`src/rtl/bmf_approx_adder_pipe.sv`:
```
// ============================================================================
// Module   : bmf_approx_adder_pipe
// Brief    : Pipelined partitioned BMF approximate adder with error statistics.
// Revision : 1.0 - initial release
// ============================================================================
`default_nettype none

module bmf_approx_adder_pipe #(
    parameter int WIDTH    = 16,
    parameter int PART_W   = 4,
    parameter int DROP_LSB = 2,
    parameter int ERR_W    = 32
) (
    input  logic             clk,
    input  logic             rst,
    input  logic             in_valid,
    output logic             in_ready,
    input  logic [WIDTH-1:0] in_a,
    input  logic [WIDTH-1:0] in_b,
    input  logic             cfg_approx,
    output logic             out_valid,
    input  logic             out_ready,
    output logic [WIDTH:0]   out_sum,
    output logic [WIDTH:0]   out_err,
    input  logic             stat_clear,
    output logic [ERR_W-1:0] stat_count,
    output logic [ERR_W-1:0] stat_err_sum,
    output logic [WIDTH:0]   stat_err_max
);

    localparam int NP = WIDTH / PART_W;
    localparam logic [PART_W-1:0] KEEP_MASK = {PART_W{1'b1}} << DROP_LSB;

    logic             en;
    logic             fire;

    logic             v_q [NP];
    logic             v_d [NP];
    logic [WIDTH-1:0] a_q [NP];
    logic [WIDTH-1:0] a_d [NP];
    logic [WIDTH-1:0] b_q [NP];
    logic [WIDTH-1:0] b_d [NP];
    logic [WIDTH-1:0] s_q [NP];
    logic [WIDTH-1:0] s_d [NP];
    logic             c_q [NP];
    logic             c_d [NP];
    logic             m_q [NP];
    logic             m_d [NP];
    logic [WIDTH:0]   x_q [NP];
    logic [WIDTH:0]   x_d [NP];

    logic             src_v [NP];
    logic [WIDTH-1:0] src_a [NP];
    logic [WIDTH-1:0] src_b [NP];
    logic [WIDTH-1:0] src_s [NP];
    logic             src_c [NP];
    logic             src_m [NP];
    logic [WIDTH:0]   src_x [NP];
    logic [PART_W:0]  p_sum [NP];

    logic [ERR_W-1:0] count_q, count_d;
    logic [ERR_W-1:0] err_sum_q, err_sum_d;
    logic [WIDTH:0]   err_max_q, err_max_d;
    logic [ERR_W:0]   sum_ext;

    assign en        = ~out_valid | out_ready;
    assign in_ready  = en;
    assign fire      = out_valid & out_ready;
    assign out_valid = v_q[NP-1];
    assign out_sum   = {c_q[NP-1], s_q[NP-1]};
    assign out_err   = (x_q[NP-1] >= out_sum) ? (x_q[NP-1] - out_sum) : (out_sum - x_q[NP-1]);

    // Stage 0 takes the raw operands; later stages see the skewed copies.
    for (genvar i = 0; i < NP; i++) begin : g_stage
        if (i == 0) begin : g_first
            assign src_v[i] = in_valid;
            assign src_a[i] = in_a;
            assign src_b[i] = in_b;
            assign src_s[i] = '0;
            assign src_c[i] = 1'b0;
            assign src_m[i] = cfg_approx;
            assign src_x[i] = {1'b0, in_a} + {1'b0, in_b};
        end else begin : g_next
            assign src_v[i] = v_q[i-1];
            assign src_a[i] = a_q[i-1];
            assign src_b[i] = b_q[i-1];
            assign src_s[i] = s_q[i-1];
            assign src_c[i] = c_q[i-1];
            assign src_m[i] = m_q[i-1];
            assign src_x[i] = x_q[i-1];
        end
        assign p_sum[i] = {1'b0, src_a[i][i*PART_W +: PART_W]}
                        + {1'b0, src_b[i][i*PART_W +: PART_W]}
                        + {{PART_W{1'b0}}, src_c[i]};
    end

    always_comb begin
        for (int i = 0; i < NP; i++) begin
            v_d[i] = v_q[i];
            a_d[i] = a_q[i];
            b_d[i] = b_q[i];
            s_d[i] = s_q[i];
            c_d[i] = c_q[i];
            m_d[i] = m_q[i];
            x_d[i] = x_q[i];
            if (en) begin
                v_d[i] = src_v[i];
                a_d[i] = src_a[i];
                b_d[i] = src_b[i];
                s_d[i] = src_s[i];
                // Masking touches only the sum bits; the carry stays exact.
                s_d[i][i*PART_W +: PART_W] = src_m[i] ? (p_sum[i][PART_W-1:0] & KEEP_MASK)
                                                      : p_sum[i][PART_W-1:0];
                c_d[i] = p_sum[i][PART_W];
                m_d[i] = src_m[i];
                x_d[i] = src_x[i];
            end
        end
    end

    assign sum_ext = {1'b0, err_sum_q} + {1'b0, ERR_W'(out_err)};

    always_comb begin
        count_d   = count_q;
        err_sum_d = err_sum_q;
        err_max_d = err_max_q;
        if (stat_clear) begin
            count_d   = '0;
            err_sum_d = '0;
            err_max_d = '0;
        end else if (fire) begin
            count_d   = (&count_q) ? count_q : count_q + 1'b1;
            err_sum_d = sum_ext[ERR_W] ? '1 : sum_ext[ERR_W-1:0];
            if (out_err > err_max_q) begin
                err_max_d = out_err;
            end
        end
    end

    always_ff @(posedge clk) begin
        if (rst) begin
            for (int i = 0; i < NP; i++) begin
                v_q[i] <= 1'b0;
                a_q[i] <= '0;
                b_q[i] <= '0;
                s_q[i] <= '0;
                c_q[i] <= 1'b0;
                m_q[i] <= 1'b0;
                x_q[i] <= '0;
            end
            count_q   <= '0;
            err_sum_q <= '0;
            err_max_q <= '0;
        end else begin
            v_q       <= v_d;
            a_q       <= a_d;
            b_q       <= b_d;
            s_q       <= s_d;
            c_q       <= c_d;
            m_q       <= m_d;
            x_q       <= x_d;
            count_q   <= count_d;
            err_sum_q <= err_sum_d;
            err_max_q <= err_max_d;
        end
    end

    assign stat_count   = count_q;
    assign stat_err_sum = err_sum_q;
    assign stat_err_max = err_max_q;

endmodule

`default_nettype wire

```
`config.mk`:
```
export PLATFORM = sky130hd
export DESIGN_NAME = bmf_approx_adder_pipe
export DESIGN_NICKNAME = d
export VERILOG_FILES = /design/src/rtl/bmf_approx_adder_pipe.sv
export SDC_FILE = /design/constraint.sdc
export NUM_CORES = 1
export LEC_CHECK = 0
export CORE_MARGIN = 5
export CORE_UTILIZATION = 53
export CTS_CLUSTER_DIAMETER = 100
export CTS_CLUSTER_SIZE = 12
export DETAILED_ROUTE_END_ITERATION = 7
export PLACE_DENSITY_LB_ADDON = 0.3
export SYNTH_ARGS = -nofsm -noshare
export SYNTH_HDL_FRONTEND = slang
export SYNTH_SLANG_ARGS = --single-unit
export TNS_END_PERCENT = 5
```
`constraint.sdc`:
```
create_clock -name clk -period 5.6 [get_ports clk]
set_clock_uncertainty 0.05 [all_clocks]
set_input_delay 1.12 -clock clk [delete_from_list [all_inputs] [get_ports clk]]
set_output_delay 1.12 -clock clk [all_outputs]
set_load 0.02 [all_outputs]
```
==> run_results.csv, run 1 <==
group,metric,value,unit
route,routedWlPerCell,15.3,um
final_timing,grt_setup_unrepaired,"false",
place,portBuffers,154,
die,fp.dieW,166,um
critical_path,critical_path.cell_chain,"ha_1, inv_1, fa_1, a21o_1, a221oi_1, a21oi_1, a221oi_1, nand3_1, o211ai_2, nand2_1, xor2_1, clkdlybuf4s50_1",
final_layout,drive_gt1_frac,0.0547,
place,place_hpwl,22.4,mm
die,core_area,0.0240,mm2
final_layout,buffer_area_frac,0.112,
route,vias_per_cell,5.53,
final_layout,largest_register_ff_count,51,
place,placement.cell_area,0.0144,mm2
clock_network,cts_hold_buf,0,
power_and_ir_drop,power.share.sequential,0.416,
power_and_ir_drop,power.ir.vdd_worst,0.186,mV
yosys,xor_xnor_share,0.0458,
route,post-route-drc-count,0,
yosys,synth.mux.area_fraction,0.00908,
critical_path,worst_path_most_repeated_cell,"a221oi_1",
final_layout,largest_class,"logic gates",
power_and_ir_drop,intPower,3.00,mW
final_layout,final.signal_inverter_count,76,
global_route,gr-usage-all-layers,0.216,
global_route,grt_overflow,0,
yosys,top_area_frac,0.373,
yosys,synth_area_leader_cell,"dfxtp_1",
yosys,synthesis.area,0.0128,mm2
route,routed-wl-met3,2.02,mm
yosys,synth-simple-area-share,0.207,
critical_path,critical_path_peak_fanout,3,
final_layout,nMultiInputCombCells,1170,
final_timing,final_tally_of_hold_violations,0,
place,routabilityCongestion,0.901,
route,route.met2.wl,14.1,mm
final_layout,area.sequential,0.00478,mm2
yosys,synth.yosys.num_cells,1582,
critical_path,cp.arrival,4.25,ns
critical_path,cp_slowest_cell,"clkdlybuf4s50_1",
final_timing,final_min_period_over_clock_period,0.967,
min_path,hold_path_start,"a_q[60]",
yosys,post_synth_ao_oa_area_fraction,0.201,
clock_network,ctsHtreeMaxLevel,1,
final_timing,minimum_clock_period_after_layout,5.42,ns
final_layout,seq_share,0.319,
min_path,hold_path.class,"flip-flop to flip-flop",
clock_network,clkSinkCount,239,
final_timing,setup-tns-final,0,ns
power_and_ir_drop,switching_fraction,0.309,
global_route,gr-usage-met2,0.359,
critical_path,worstPathBufferInverterCount,2,
final_layout,summed_area_of_non_filler_cells_in_the_final_layout,0.0150,mm2
global_route,antenna_found_initial,0,
final_layout,antenna-diode-count,0,
route,first_iter_violations,1110,
critical_path,nature_of_the_critical_path_endpoint,"output port",
min_path,hold_path_end,"a_q[60]",
yosys,ys_flop_type,"dfxtp_1",
job,drv.max_cap_violation_count,0,
die,placement_rows,57,
final_layout,most_frequent_standard_cell_in_the_layout_excluding_fill_and_tap_cells,"nand2_1",
final_layout,final_core_utilization,0.624,
power_and_ir_drop,seq_cell_power,1.81,mW
final_layout,nNetsFinal,1820,
yosys,yosysUniqueCellTypes,90,
die,number_of_well_tap_cells_placed,324,
final_layout,sh_comb_area,0.484,
min_path,min_delay_path_depth,2,
final_layout,area_delta_synth_final,17.1,%
final_layout,final-instance-count-excl-fill,2007,
route,dr.pass1.iters,5,
yosys,share_of_flip_flops_with_an_asynchronous_set_or_reset_after_synthesis,0,
final_timing,final.setup.worst_slack,0.183,ns
final_timing,worst_slew_pin_slew,0.945,ns
critical_path,crit_path_end,"out_err[15]",
power_and_ir_drop,power.group.top,"sequential cells",
global_route,grt_start_max_net_pins,100,
route,highest_layer,"met4",
clock_network,clk_transition_reported_paths,0.06,ns
yosys,syn_inst,1582,
power_and_ir_drop,p_clk,1.33,mW
critical_path,setup.worst_path.start_class,"flip-flop",
power_and_ir_drop,power_consumed_by_combinational_cells,1.20,mW
yosys,synth-seq-area-share,0.373,
critical_path,wp_data_required,4.43,ns
die,floorplan_utilization,0.533,
critical_path,reg2reg_from,"x_q[0]",
clock_network,clock_tree.root_cell,"clkbuf_16",
yosys,postSynthRegisterBits,239,
job,stage_log_warnings,41,
yosys,top_logic_kind,"simple AND/OR/NAND/NOR gates",
clock_network,tritoncts,"yes",
final_layout,clock_buffer_count,24,
power_and_ir_drop,p_sw,1.34,mW
final_layout,clockNetworkAreaShare,0.0392,
clock_network,postCtsResizedCells,0,
final_timing,timing.fmax,185,MHz
run_status,status,"complete, no violations",
place,place.detailed.instances,1982,
yosys,synth_adder_area_share,0.103,
critical_path,worst_path_largest_cell_delay,0.73,ns
critical_path,r2r-end,"stat_err_max[15]",
yosys,netlist_top_cells_area,"dfxtp_1, nand2_1, a21oi_1, ha_1, xnor2_1",
yosys,top_cells_by_count,"nand2_1, dfxtp_1, a21oi_1",
global_route,grt_pass1_wl,49.8,mm
place,pre_cts_ws,0.325,ns
final_layout,logic_area,0.00726,mm2
final_timing,maxSlewViolCount,0,
clock_network,clock_latency,0.52,ns
power_and_ir_drop,p_leak,5.70,nW
global_route,first_global_vias,10200,
critical_path,startpoint_to_endpoint_class_of_the_critical_path,"flip-flop to output port",
final_timing,fin_worst_hold_slack,0.401,ns
global_route,met3_usage,0.0276,
yosys,post_synth.cell_area_avg,8.10,um2
yosys,synth_warnings,0,
critical_path,critPathLaunch,"x_q[0]",
die,io-pin-count,155,
clock_network,tritoncts.num_buffers,23,
critical_path,setup.reg_to_reg.worst_slack,0.21,ns
route,wl_met1,13.9,mm
final_layout,flops,239,
final_layout,final.signal_buffer_count,173,
yosys,mappedNetlistNets,1719,
route,route.final.wire_length,30.6,mm
die,die_y,166,um
power_and_ir_drop,design_power_total,4.35,mW
clock_network,cts_max_path_buffers,3,
critical_path,number_of_cells_on_the_critical_path,12,
final_layout,layout_top_cells_excl_fill_tap,"nand2_1, dfxtp_1, a21oi_1, clkdlybuf4s50_1, ha_1",
critical_path,r2r.worst_path.cells,19,
yosys,synth_dominant_cell_count,"nand2_1",
final_timing,worst_slew_margin_rel,0.370,
clock_network,cts_setup_buffers,0,
yosys,edf_count,0,
power_and_ir_drop,combinationalPowerShare,0.277,
critical_path,crit_family,"AND-OR/OR-AND gates",
final_timing,setup_viol,0,
route,routed-via-count,11100,
die,die_area,0.0274,mm2
yosys,area_reported_by_yosys_stat,0.0128,mm2
### Sequential cells grouped by signal name, run 1

Other sequential cells in the stronger gray, the rest of the logic in the fainter gray.
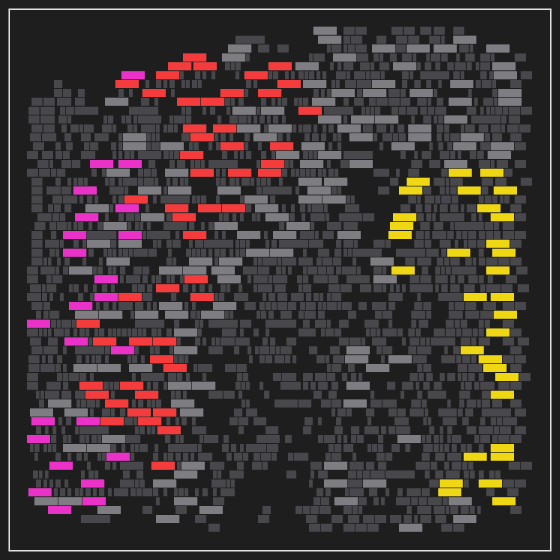
- `src_x`: red (placed flops 51)
- `b_q`: magenta (placed flops 24)
- `stat_err_sum`: yellow (placed flops 32)

### Placement density heat map, run 1

The die is cut into 17 by 17 equal tiles; black is low, pale yellow is high, 0 to 100% covered.
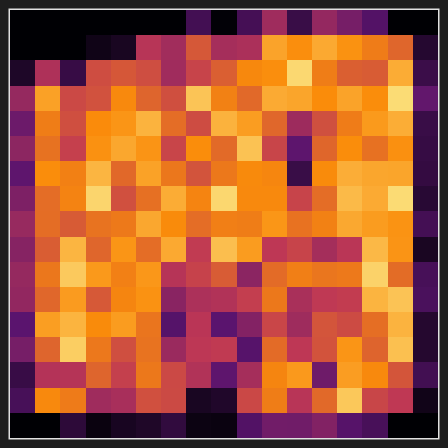
- fullest tile: 92%
- tiles over 75% full: 24%
- mean over tiles: 53%
- nearly empty tiles: 5.9%

### Congestion heat map, run 1

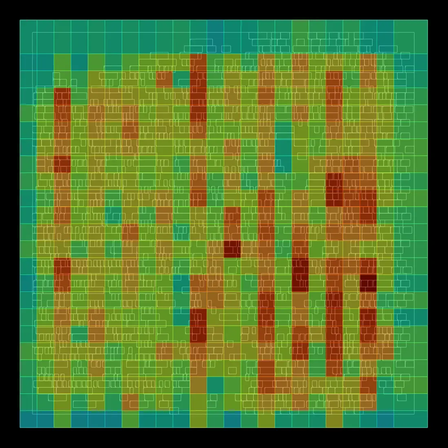
routing usage on met1: 0.299
most congested layer reported by global routing: met2

### Placement by cell class, run 1

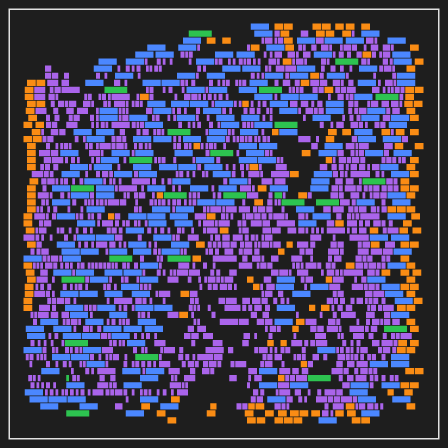

## Run 2: what changed since run 1
==> constraint.sdc (replaced) <==
create_clock -name clk -period 5.8 [get_ports clk]
set_clock_uncertainty 0.05 [all_clocks]
set_input_delay 1.16 -clock clk [delete_from_list [all_inputs] [get_ports clk]]
set_output_delay 1.16 -clock clk [all_outputs]
set_load 0.02 [all_outputs]
### Placement by cell class, run 2

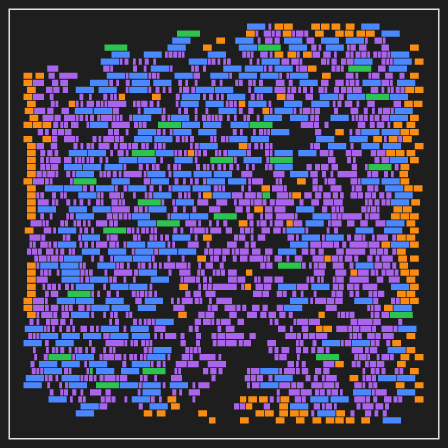
- remaining buffers and delay cells: orange (cells 168; share of their area 11%)
- registers: blue (cells 239; share of their area 33%)
- remaining logic cells: purple (cells 1246; share of their area 52%)
- clock drivers and dummy loads: green (cells 25; share of their area 4.0%)

### Placement density heat map, run 2

The die is cut into 17 by 17 equal tiles; black is low, pale yellow is high, 0 to 100% covered.
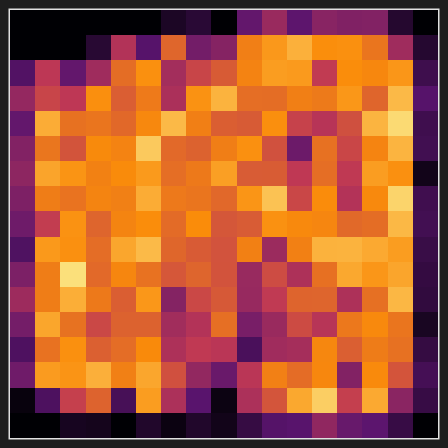
- tiles over 75% full: 22%
- mean over tiles: 53%
- fullest tile: 93%
Core Area: 0.0240 mm2
core occupancy in the finished layout: 0.623
floorplan utilization: 0.533

==> run 2 against run 1 <==
Largest power group unchanged. Clock power is 4% lower. Flip-flop count stayed put. Hold slack worse by 0.0020 ns. Synthesized area stayed put. Sequential share of layout area is 0.091 points higher.
==> run_results.csv, run 2 <==
group,metric,value,unit
run_status,status,"complete, no violations",
power_and_ir_drop,switching_fraction,0.306,
route,route.met2.wl,13.9,mm
power_and_ir_drop,intPower,2.89,mW
yosys,share_of_flip_flops_with_an_asynchronous_set_or_reset_after_synthesis,0,
clock_network,tritoncts,"yes",
critical_path,crit_path_end,"out_err[16]",
final_layout,nMultiInputCombCells,1170,
global_route,groute.layer.met1.usage,0.296,
yosys,mappedNetlistNets,1719,
critical_path,cp.arrival,4.23,ns
route,highest_layer,"met4",
global_route,grt.busiest_layer,"met2",
yosys,ys_flop_type,"dfxtp_1",
clock_network,clkSinkCount,239,
min_path,hold_path_end,"src_x[21]",
critical_path,r2r-end,"stat_err_max[15]",
power_and_ir_drop,p_sw,1.27,mW
yosys,synth-seq-area-share,0.373,
final_timing,worst_slew_margin_rel,0.393,
place,place.detailed.instances,1977,
power_and_ir_drop,power_consumed_by_combinational_cells,1.13,mW
critical_path,cp_slowest_cell,"clkdlybuf4s50_1",
critical_path,critical_path_peak_fanout,11,
clock_network,cts_setup_buffers,0,
yosys,synth_dominant_cell_count,"nand2_1",
critical_path,nature_of_the_critical_path_endpoint,"output port",
final_timing,final_tally_of_hold_violations,0,
global_route,grt_start_max_net_pins,93,
final_layout,antenna-diode-count,0,
critical_path,reg2reg_from,"out_sum[6]",
global_route,met3_usage,0.0288,
final_layout,layout_top_cells_excl_fill_tap,"nand2_1, dfxtp_1, a21oi_1, clkdlybuf4s50_1, ha_1",
power_and_ir_drop,power.group.top,"sequential cells",
critical_path,setup.worst_path.start_class,"flip-flop",
global_route,gr-usage-met2,0.357,
critical_path,critPathLaunch,"out_sum[6]",
yosys,synth_area_leader_cell,"dfxtp_1",
min_path,hold_path.class,"flip-flop to flip-flop",
power_and_ir_drop,power.share.sequential,0.420,
yosys,synthesis.area,0.0128,mm2
route,dr.pass1.iters,5,
place,place_hpwl,22.1,mm
final_layout,drive_gt1_frac,0.0513,
final_timing,minimum_clock_period_after_layout,5.44,ns
clock_network,clk_transition_reported_paths,0.06,ns
final_layout,final.signal_inverter_count,76,
final_layout,final-instance-count-excl-fill,2002,
route,post-route-drc-count,0,
min_path,hold_path_start,"src_x[21]",
job,drv.max_cap_violation_count,0,
place,placement.cell_area,0.0144,mm2
route,wl_met1,14.0,mm
yosys,synth-simple-area-share,0.207,
yosys,postSynthRegisterBits,239,
min_path,min_delay_path_depth,2,
final_timing,grt_setup_unrepaired,"false",
final_timing,final_min_period_over_clock_period,0.938,
critical_path,number_of_cells_on_the_critical_path,10,
final_layout,buffer_area_frac,0.110,
final_layout,nNetsFinal,1815,
clock_network,tritoncts.num_buffers,23,
power_and_ir_drop,seq_cell_power,1.75,mW
yosys,post_synth.cell_area_avg,8.10,um2
clock_network,cts_hold_buf,0,
critical_path,startpoint_to_endpoint_class_of_the_critical_path,"flip-flop to output port",
final_timing,timing.fmax,184,MHz
yosys,post_synth_ao_oa_area_fraction,0.201,
final_timing,worst_slew_pin_slew,0.911,ns
global_route,first_global_vias,10300,
yosys,yosysUniqueCellTypes,90,
clock_network,ctsHtreeMaxLevel,1,
route,route.final.wire_length,30.5,mm
critical_path,crit_family,"simple AND/OR/NAND/NOR gates",
final_layout,clock_buffer_count,24,
final_timing,setup_viol,0,
route,vias_per_cell,5.51,
final_layout,clockNetworkAreaShare,0.0393,
power_and_ir_drop,power.ir.vdd_worst,0.207,mV
critical_path,r2r.worst_path.cells,17,
place,portBuffers,154,
final_layout,most_frequent_standard_cell_in_the_layout_excluding_fill_and_tap_cells,"nand2_1",
final_layout,largest_register_ff_count,51,
yosys,top_area_frac,0.373,
### Drive-strength map, run 2

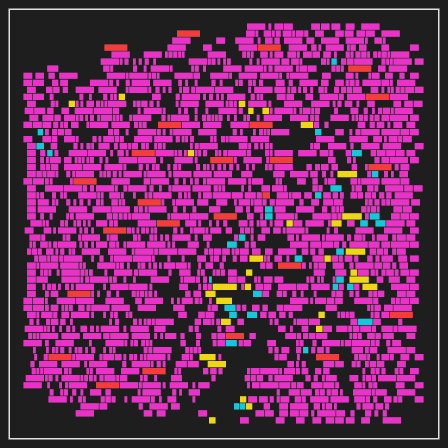
- x6 and larger: red (cells 25)
- x2: cyan (cells 31)
- x1 and smaller: magenta (cells 1592)
- x3 and x4: yellow (cells 30)
summed area of non-filler cells in the final layout: 0.0150 mm2
final critical-path setup slack: 0.359 ns
number of ordinary and repair buffers in the finished layout: 168
synthesis-to-layout area growth: 16.8%

### Congestion heat map, run 2

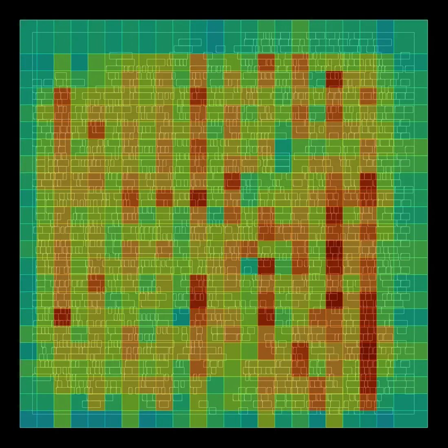

## Run 3: what changed since run 2
--- a/config.mk
+++ b/config.mk
@@ -5,7 +5,6 @@
 export SDC_FILE = /design/constraint.sdc
 export NUM_CORES = 1
 export LEC_CHECK = 0
-export CORE_MARGIN = 5
 export CORE_UTILIZATION = 53
 export CTS_CLUSTER_DIAMETER = 100
 export CTS_CLUSTER_SIZE = 12
### Congestion heat map, run 3

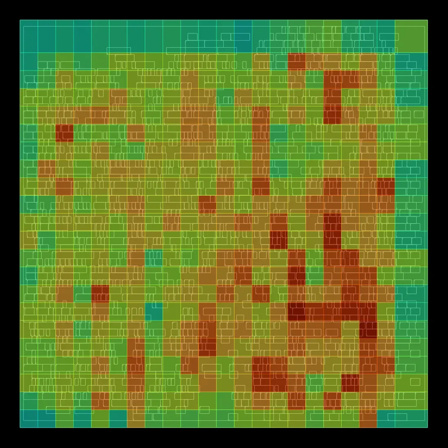
core occupancy in the finished layout: 0.633
Avg WL per Cell: 15.1 um
overall track demand over capacity in global routing: 0.244
met2 capacity usage during global routing: 0.409

### Sequential cells grouped by signal name, run 3

Other sequential cells in the stronger gray, the rest of the logic in the fainter gray.
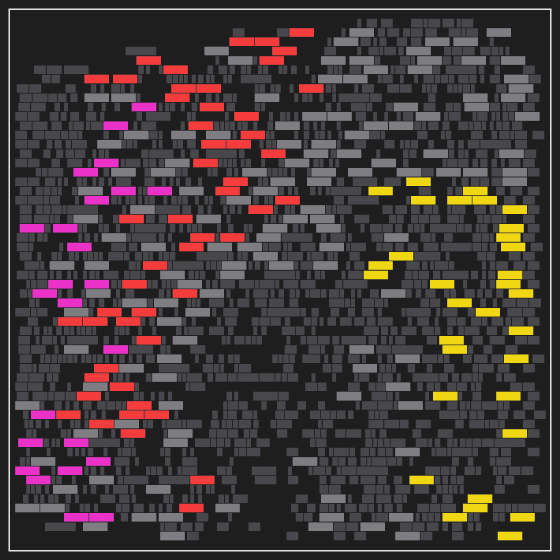
- `src_x`: red (placed flops 51)
- `b_q`: magenta (placed flops 24)
- `stat_err_sum`: yellow (placed flops 32)
- not colored: 132

### Drive-strength map, run 3

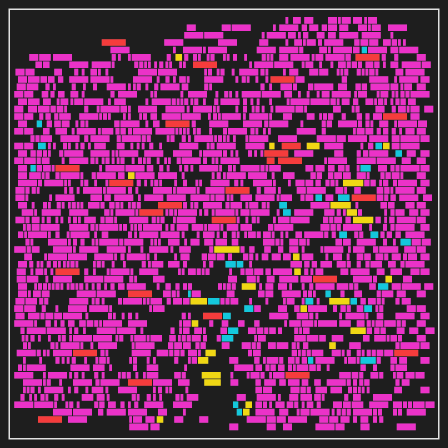
- x6 and larger: red (cells 26)
- x3 and x4: yellow (cells 27)
- x1 and smaller: magenta (cells 1592)
- x2: cyan (cells 31)

==> run 3 against run 2 <==
Synthesized area unchanged. Global-route usage increased by 2.9 points. Total power rose by 0.17%. Routed wire length fell by 1.1%. Utilization rose by 1.1 points. Via count down 0.43%. Cell count is 0.35% lower.
==> run_results.csv, run 3 <==
group,metric,value,unit
run_status,status,"complete, no violations",
die,io-pin-count,155,
final_layout,layout_top_cells_excl_fill_tap,"nand2_1, dfxtp_1, a21oi_1, clkdlybuf4s50_1, ha_1",
min_path,min_delay_path_depth,2,
die,fp.dieW,158,um
power_and_ir_drop,p_clk,1.29,mW
clock_network,clkSinkCount,239,
place,place.detailed.instances,1970,
final_layout,final.signal_inverter_count,76,
yosys,share_of_flip_flops_with_an_asynchronous_set_or_reset_after_synthesis,0,
final_timing,setup_viol,0,
global_route,grt.busiest_layer,"met2",
final_layout,final-instance-count-excl-fill,1995,
yosys,synth.mux.area_fraction,0.00908,
min_path,hold_path.class,"flip-flop to flip-flop",
power_and_ir_drop,power.share.sequential,0.419,
final_layout,logic_area,0.00726,mm2
final_timing,final_min_period_over_clock_period,0.928,
critical_path,nature_of_the_critical_path_endpoint,"output port",
power_and_ir_drop,switching_fraction,0.308,
clock_network,clk_transition_reported_paths,0.06,ns
yosys,synth_adder_area_share,0.103,
yosys,synth_warnings,0,
die,floorplan_utilization,0.543,
final_layout,antenna-diode-count,0,
place,routabilityCongestion,0.953,
job,stage_log_warnings,43,
place,placement.cell_area,0.0144,mm2
power_and_ir_drop,power.group.top,"sequential cells",
final_timing,maxSlewViolCount,0,
critical_path,worstPathBufferInverterCount,2,
clock_network,tritoncts,"yes",
yosys,synth-seq-area-share,0.373,
final_timing,final.setup.worst_slack,0.415,ns
critical_path,worst_path_largest_cell_delay,0.72,ns
yosys,top_area_frac,0.373,
clock_network,cts_setup_buffers,0,
final_layout,largest_class,"logic gates",
critical_path,reg2reg_from,"out_sum[4]",
power_and_ir_drop,intPower,2.88,mW
clock_network,clock_tree.root_cell,"clkbuf_16",
final_layout,flops,239,
job,drv.max_cap_violation_count,0,
die,number_of_well_tap_cells_placed,319,
route,post-route-drc-count,0,
die,placement_rows,56,
critical_path,setup.reg_to_reg.worst_slack,0.49,ns
critical_path,critPathLaunch,"out_sum[4]",
yosys,ys_flop_type,"dfxtp_1",
power_and_ir_drop,power_consumed_by_combinational_cells,1.13,mW
route,routed-wl-met3,1.67,mm
critical_path,crit_family,"AND-OR/OR-AND gates",
min_path,hold_path_start,"s_q[20]",
final_layout,summed_area_of_non_filler_cells_in_the_final_layout,0.0150,mm2
power_and_ir_drop,p_sw,1.28,mW
final_timing,final_tally_of_hold_violations,0,
global_route,grt_pass1_wl,49.9,mm
final_layout,buffer_area_frac,0.110,
yosys,post_synth_ao_oa_area_fraction,0.201,
yosys,mappedNetlistNets,1719,
route,wl_met1,13.8,mm
power_and_ir_drop,design_power_total,4.17,mW
yosys,synth-simple-area-share,0.207,
yosys,yosysUniqueCellTypes,90,
power_and_ir_drop,combinationalPowerShare,0.270,
final_timing,minimum_clock_period_after_layout,5.39,ns
route,vias_per_cell,5.51,
power_and_ir_drop,seq_cell_power,1.75,mW
critical_path,r2r.worst_path.cells,18,
final_timing,grt_setup_unrepaired,"false",
yosys,netlist_top_cells_area,"dfxtp_1, nand2_1, a21oi_1, ha_1, xnor2_1",
global_route,grt_overflow,0,
clock_network,cts_max_path_buffers,3,
critical_path,setup.worst_path.start_class,"flip-flop",
clock_network,clock_latency,0.52,ns
route,route.final.wire_length,30.1,mm
yosys,postSynthRegisterBits,239,
route,first_iter_violations,773,
route,dr.pass1.iters,5,
yosys,edf_count,0,
final_layout,area.sequential,0.00478,mm2
critical_path,r2r-end,"stat_err_max[15]",
critical_path,cp_slowest_cell,"clkdlybuf4s50_1",
Power figures rest on the tool's default switching activity, not on a simulated workload.
